power_grid.png
Pins as bars on the die edge. Tap cells in grey.
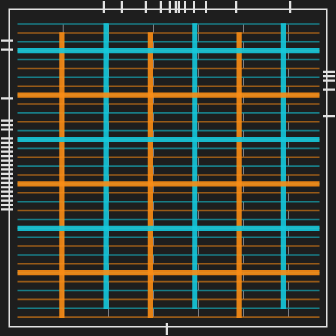
placement_by_type.png
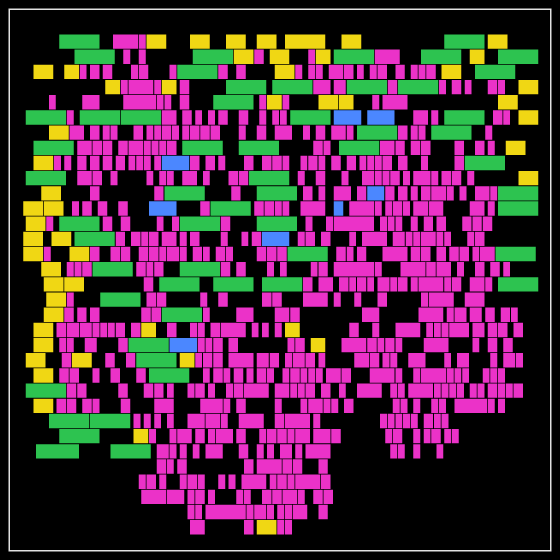
clk_routes.png
Scale bar: 20 um.
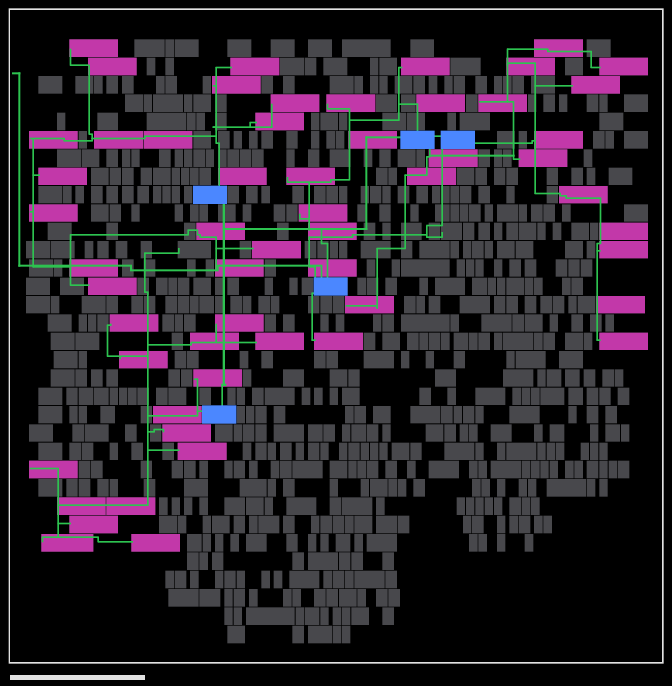
wires.png
Scale bar: 20 um.
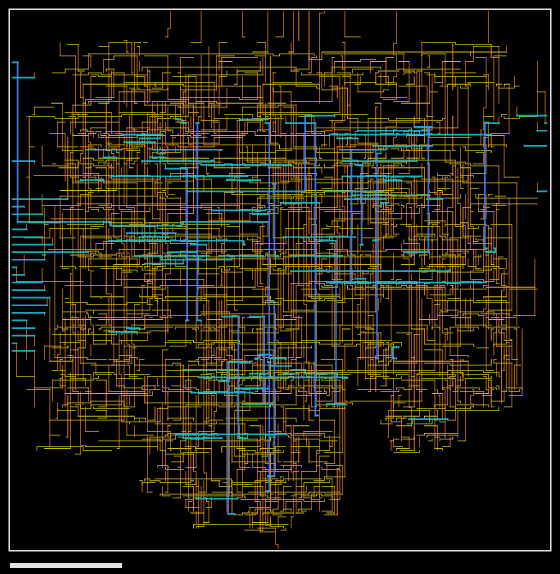
congestion.png
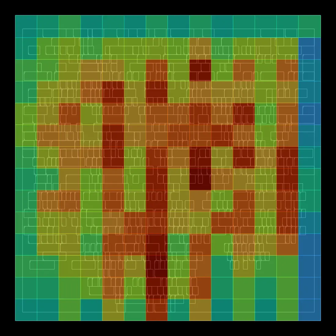
$ cat src/rtl/exec_pkg.sv
// -----------------------------------------------------------------------------
// exec_pkg
// Shared definitions for the multicycle execute stage:
//   - opcode encodings (OP_ADD .. OP_DIVU; 3'b11x are reserved)
//   - FSM state enum for the execute unit
//   - mode select for the shared shift/add/subtract core
//   - DIVZ_QUOT: quotient returned for a divide by zero (all ones); sliced
//     down to the operand width by the user (operand widths up to 64 bits).
// -----------------------------------------------------------------------------
package exec_pkg;

  localparam logic [2:0] OP_ADD  = 3'b000;
  localparam logic [2:0] OP_SUB  = 3'b001;
  localparam logic [2:0] OP_AND  = 3'b010;
  localparam logic [2:0] OP_OR   = 3'b011;
  localparam logic [2:0] OP_MUL  = 3'b100;
  localparam logic [2:0] OP_DIVU = 3'b101;

  typedef enum logic [1:0] {
    IDLE  = 2'd0,
    READY = 2'd1,
    ITER  = 2'd2,
    DONE  = 2'd3
  } state_e;

  typedef enum logic {
    CORE_MUL = 1'b0,
    CORE_DIV = 1'b1
  } core_mode_e;

  localparam logic [63:0] DIVZ_QUOT = '1;

endpackage

$ cat src/rtl/multicycle_exec_unit_if.sv
// -----------------------------------------------------------------------------
// multicycle_exec_unit_if
// Handshake/data bundle between the phase controller (master) and the
// execute unit (slave).
//   IDecode, Exec          phase strobes from the controller
//   op, opa, opb           instruction opcode and operands
//   Instdone               execute unit tells the controller to leave Exec
//   result_lo, result_hi   registered results
//   busy                   operation latched and not yet finished
// -----------------------------------------------------------------------------
interface multicycle_exec_unit_if #(
  parameter int WIDTH = 8
);
  logic             IDecode;
  logic             Exec;
  logic [2:0]       op;
  logic [WIDTH-1:0] opa;
  logic [WIDTH-1:0] opb;
  logic             Instdone;
  logic [WIDTH-1:0] result_lo;
  logic [WIDTH-1:0] result_hi;
  logic             busy;

  modport master (
    output IDecode, Exec, op, opa, opb,
    input  Instdone, result_lo, result_hi, busy
  );

  modport slave (
    input  IDecode, Exec, op, opa, opb,
    output Instdone, result_lo, result_hi, busy
  );
endinterface

$ cat src/rtl/shift_add_sub_core.sv
// -----------------------------------------------------------------------------
// shift_add_sub_core
// One iteration of an unsigned multiply or divide, purely combinational.
//   acc_hi, acc_lo   current accumulator pair
//   operand          multiplicand (MUL) or divisor (DIVU)
//   mode             CORE_MUL / CORE_DIV
//   acc_hi_nxt/lo    accumulator pair after this step
// MUL (LSB first): acc_lo starts as the multiplier, acc_hi as zero. Each step
//   conditionally adds the multiplicand to acc_hi and shifts {carry,hi,lo}
//   right by one; after WIDTH steps {hi,lo} is the full product.
// DIVU (restoring, MSB first): acc_lo starts as the dividend, acc_hi as zero.
//   Each step shifts the next dividend bit into the partial remainder, tries
//   the subtraction, and shifts the quotient bit into acc_lo.
// -----------------------------------------------------------------------------
module shift_add_sub_core
  import exec_pkg::*;
#(
  parameter int WIDTH = 8
) (
  input  logic [WIDTH-1:0] acc_hi,
  input  logic [WIDTH-1:0] acc_lo,
  input  logic [WIDTH-1:0] operand,
  input  core_mode_e       mode,
  output logic [WIDTH-1:0] acc_hi_nxt,
  output logic [WIDTH-1:0] acc_lo_nxt
);

  logic [WIDTH:0] sum;
  logic [WIDTH:0] shifted;
  logic [WIDTH:0] diff;

  always_comb begin
    sum     = {1'b0, acc_hi} + (acc_lo[0] ? {1'b0, operand} : '0);
    shifted = {acc_hi, acc_lo[WIDTH-1]};
    diff    = shifted - {1'b0, operand};

    acc_hi_nxt = acc_hi;
    acc_lo_nxt = acc_lo;

    if (mode == CORE_MUL) begin
      {acc_hi_nxt, acc_lo_nxt} = {sum, acc_lo[WIDTH-1:1]};
    end else begin
      // The partial remainder stays below the divisor, so shifted < 2*divisor
      // and diff's top bit is set exactly when the trial subtraction borrows.
      if (!diff[WIDTH]) begin
        acc_hi_nxt = diff[WIDTH-1:0];
        acc_lo_nxt = {acc_lo[WIDTH-2:0], 1'b1};
      end else begin
        acc_hi_nxt = shifted[WIDTH-1:0];
        acc_lo_nxt = {acc_lo[WIDTH-2:0], 1'b0};
      end
    end
  end

endmodule

$ cat src/rtl/multicycle_exec_unit.sv
// -----------------------------------------------------------------------------
// multicycle_exec_unit
// Variable-latency execute stage for a one-hot phase controller.
//   clk          rising-edge clock
//   rst          synchronous active-high reset
//   bus (slave)  IDecode/Exec strobes, op/opa/opb in; Instdone, result_lo,
//                result_hi, busy out
// Operands are latched on IDecode. ALU ops (and divide by zero) finish in the
// first Exec cycle; MUL/DIVU iterate one step per Exec cycle for WIDTH cycles,
// stalling whenever Exec is low. Instdone is raised combinationally in the
// final Exec cycle; results are registered and valid from the next cycle.
// Exec seen while idle or done answers Instdone at once so the controller
// can never hang waiting on this unit.
// -----------------------------------------------------------------------------
module multicycle_exec_unit
  import exec_pkg::*;
#(
  parameter int WIDTH = 8
) (
  input  logic                  clk,
  input  logic                  rst,
  multicycle_exec_unit_if.slave bus
);

  localparam int               CNT_W     = $clog2(WIDTH);
  localparam logic [CNT_W-1:0] LAST_STEP = CNT_W'(WIDTH - 1);

  state_e           state_q, state_d;
  logic [CNT_W-1:0] cnt_q, cnt_d;
  logic [2:0]       op_q, op_d;
  logic [WIDTH-1:0] opa_q, opa_d;
  logic [WIDTH-1:0] opb_q, opb_d;
  logic [WIDTH-1:0] acc_hi_q, acc_hi_d;
  logic [WIDTH-1:0] acc_lo_q, acc_lo_d;
  logic [WIDTH-1:0] res_lo_q, res_lo_d;
  logic [WIDTH-1:0] res_hi_q, res_hi_d;
  logic             instdone;

  logic [WIDTH-1:0] alu_lo, alu_hi;
  logic [WIDTH-1:0] core_hi, core_lo;
  logic [WIDTH-1:0] core_operand;
  core_mode_e       core_mode;

  // The iterative core adds the multiplicand for MUL and subtracts the
  // divisor for DIVU.
  assign core_mode    = (op_q == OP_DIVU) ? CORE_DIV : CORE_MUL;
  assign core_operand = (op_q == OP_DIVU) ? opb_q : opa_q;

  shift_add_sub_core #(
    .WIDTH (WIDTH)
  ) u_core (
    .acc_hi     (acc_hi_q),
    .acc_lo     (acc_lo_q),
    .operand    (core_operand),
    .mode       (core_mode),
    .acc_hi_nxt (core_hi),
    .acc_lo_nxt (core_lo)
  );

  // Single-cycle results. DIVU only reaches READY when the divisor is zero.
  always_comb begin
    alu_lo = '0;
    alu_hi = '0;
    case (op_q)
      OP_ADD:  alu_lo = opa_q + opb_q;
      OP_SUB:  alu_lo = opa_q - opb_q;
      OP_AND:  alu_lo = opa_q & opb_q;
      OP_OR:   alu_lo = opa_q | opb_q;
      OP_DIVU: begin
        alu_lo = DIVZ_QUOT[WIDTH-1:0];
        alu_hi = opa_q;
      end
      default: begin
        alu_lo = '0;
        alu_hi = '0;
      end
    endcase
  end

  always_comb begin
    state_d  = state_q;
    cnt_d    = cnt_q;
    op_d     = op_q;
    opa_d    = opa_q;
    opb_d    = opb_q;
    acc_hi_d = acc_hi_q;
    acc_lo_d = acc_lo_q;
    res_lo_d = res_lo_q;
    res_hi_d = res_hi_q;
    instdone = 1'b0;

    if (bus.IDecode) begin
      // Restart from any state; a simultaneous Exec is ignored.
      op_d     = bus.op;
      opa_d    = bus.opa;
      opb_d    = bus.opb;
      cnt_d    = '0;
      acc_hi_d = '0;
      // The low accumulator is seeded with the operand that gets shifted out.
      acc_lo_d = (bus.op == OP_MUL) ? bus.opb : bus.opa;
      if (bus.op == OP_MUL || (bus.op == OP_DIVU && bus.opb != '0)) begin
        state_d = ITER;
      end else begin
        state_d = READY;
      end
    end else if (bus.Exec) begin
      case (state_q)
        READY: begin
          instdone = 1'b1;
          res_lo_d = alu_lo;
          res_hi_d = alu_hi;
          state_d  = DONE;
        end
        ITER: begin
          acc_hi_d = core_hi;
          acc_lo_d = core_lo;
          if (cnt_q == LAST_STEP) begin
            instdone = 1'b1;
            res_lo_d = core_lo;
            res_hi_d = core_hi;
            cnt_d    = '0;
            state_d  = DONE;
          end else begin
            cnt_d = cnt_q + CNT_W'(1);
          end
        end
        default: begin
          instdone = 1'b1;
        end
      endcase
    end

    // Reset overrides the handshake so nothing is reported while aborting.
    if (rst) begin
      instdone = 1'b0;
    end
  end

  always_ff @(posedge clk) begin
    if (rst) begin
      state_q  <= IDLE;
      cnt_q    <= '0;
      op_q     <= '0;
      opa_q    <= '0;
      opb_q    <= '0;
      acc_hi_q <= '0;
      acc_lo_q <= '0;
      res_lo_q <= '0;
      res_hi_q <= '0;
    end else begin
      state_q  <= state_d;
      cnt_q    <= cnt_d;
      op_q     <= op_d;
      opa_q    <= opa_d;
      opb_q    <= opb_d;
      acc_hi_q <= acc_hi_d;
      acc_lo_q <= acc_lo_d;
      res_lo_q <= res_lo_d;
      res_hi_q <= res_hi_d;
    end
  end

  assign bus.Instdone  = instdone;
  assign bus.result_lo = res_lo_q;
  assign bus.result_hi = res_hi_q;
  assign bus.busy      = (state_q == READY) || (state_q == ITER);

endmodule

$ cat src/flat_wrapper.sv
// flat-port wrapper written by rule: the top's interface ports become plain ports
module multicycle_exec_unit_flat import exec_pkg::*;
#(
  parameter int WIDTH = 8
)
  (clk, rst, bus_IDecode, bus_Exec, bus_op, bus_opa, bus_opb, bus_Instdone, bus_result_lo, bus_result_hi, bus_busy);
  multicycle_exec_unit_if #(.WIDTH(WIDTH)) bus_i ();
  input  logic clk;
  input  logic rst;
  input wire logic [$bits(bus_i.IDecode)-1:0] bus_IDecode;
  input wire logic [$bits(bus_i.Exec)-1:0] bus_Exec;
  input wire logic [$bits(bus_i.op)-1:0] bus_op;
  input wire logic [$bits(bus_i.opa)-1:0] bus_opa;
  input wire logic [$bits(bus_i.opb)-1:0] bus_opb;
  output wire logic [$bits(bus_i.Instdone)-1:0] bus_Instdone;
  output wire logic [$bits(bus_i.result_lo)-1:0] bus_result_lo;
  output wire logic [$bits(bus_i.result_hi)-1:0] bus_result_hi;
  output wire logic [$bits(bus_i.busy)-1:0] bus_busy;
  assign bus_i.IDecode = bus_IDecode;
  assign bus_i.Exec = bus_Exec;
  assign bus_i.op = bus_op;
  assign bus_i.opa = bus_opa;
  assign bus_i.opb = bus_opb;
  assign bus_Instdone = bus_i.Instdone;
  assign bus_result_lo = bus_i.result_lo;
  assign bus_result_hi = bus_i.result_hi;
  assign bus_busy = bus_i.busy;
  multicycle_exec_unit #(.WIDTH(WIDTH)) u_core (.clk(clk), .rst(rst), .bus(bus_i));
endmodule
$ cat config.mk
export PLATFORM = sky130hd
export DESIGN_NAME = multicycle_exec_unit_flat
export DESIGN_NICKNAME = d
export VERILOG_FILES = /design/src/rtl/exec_pkg.sv /design/src/rtl/multicycle_exec_unit_if.sv /design/src/rtl/shift_add_sub_core.sv /design/src/rtl/multicycle_exec_unit.sv /design/src/flat_wrapper.sv
export SDC_FILE = /design/constraint.sdc
export NUM_CORES = 1
export LEC_CHECK = 0
export ABC_AREA = 1
export CAP_MARGIN = 0
export CORE_MARGIN = 2
export CORE_UTILIZATION = 50
export DETAILED_ROUTE_END_ITERATION = 16
export GPL_TIMING_DRIVEN = 1
export PLACE_DENSITY_LB_ADDON = 0.25
export REMOVE_ABC_BUFFERS = 1
export SKIP_LAST_GASP = 1
export SLEW_MARGIN = 25
export SYNTH_ARGS = -nofsm -noshare
export SYNTH_HDL_FRONTEND = slang
export SYNTH_SLANG_ARGS = --single-unit
$ cat constraint.sdc
create_clock -name clk -period 3.4 [get_ports clk]
set_clock_uncertainty 0.15 [all_clocks]
set_input_delay 1.02 -clock clk [delete_from_list [all_inputs] [get_ports clk]]
set_output_delay 1.02 -clock clk [all_outputs]
set_load 0.05 [all_outputs]
==> results.yml <==
# synthesis and place-and-route metrics
status:
  status: "completed"
layout:
  ff_count: 56
  fin_cells: 806
  final_common_cell: "nand2_1"
clock_network:
  holdBufCountCts: 0
  ctsResizeCount: 0
pwr:
  fin_total_pwr_mw: 1.73
  comb-power_mw: 0.598
  seq_power_share_pct: 42.2
  p_seq_mw: 0.731
  p_per_area_nw_per_um2: 353
synthesis:
  ys_cells: 665
  synth_async_sr_flop_share_pct: 0
  yosysSeqAreaShare_pct: 26.0
  logic_family: "simple AND/OR/NAND/NOR gates"
final_timing:
  max_freq_mhz: 307
  hold_violations: 0
  period_used_pct: 95.8
  period_needed_ns: 3.26
  max-slew-margin-rel_pct: 59.0
routing:
  final_antenna_net_count: 0
setup_path:
  r2r-start: "u_core.op_q[0]"
  critical_path_cell_count: 5
  cpMostUsedCell: "nor2_1"
  r2r-end: "u_core.acc_hi_q[0]"
  worstPathRequired_ns: 2.23
job:
  log.warning_count: 28
-- power_grid.png (at the start) --
VDD: in cyan. VSS: in orange.
105 tap cells. 34 met1 rails follow the rows. 6 straps on met4. 6 straps on met5. The core has 33 rows.
Core Area: 8300 um^2
highest ir drop seen on vdd: 0.244 mV
die height: 96.8 um
Die Width: 96.8 um

-- placement_by_type.png (at the start) --
flops: in green, cells 56, share of their area 23%. other buffers and delay cells: in yellow, cells 52, share of their area 10%. combinational and other logic: in magenta, cells 585, share of their area 64%. clock drivers and dummy loads: in blue, cells 8, share of their area 2.0%.
Util after Layout: 59.1%
Final Instance Area: 4910 um^2
Rows: 33

-- clk_routes.png (at the start) --
clock wires: in green, length 752 um. clock drivers: in blue, count 5. flip-flops: in magenta, count 56.
There are 6 routed clock nets. Position of the flops: all over the die.
Clk pwr share: 23.3%
Clock Latency Late Sink: 0.32 ns

-- wires.png (at the start) --
metal 2: in orange, wire length 5510 um. metal 4: in blue, wire length 480 um. metal 1: in yellow, wire length 5290 um. metal 3: in cyan, wire length 811 um.
Total GRT Usage: 25.6%
vias post-DR: 4600
WL per Instance: 15.0 um

-- congestion.png (at the start) --
met1 usage: 32.7%
GR Util met3: 3.90%
met2 usage: 42.7%

Power figures rest on the tool's default switching activity, not on a simulated workload.
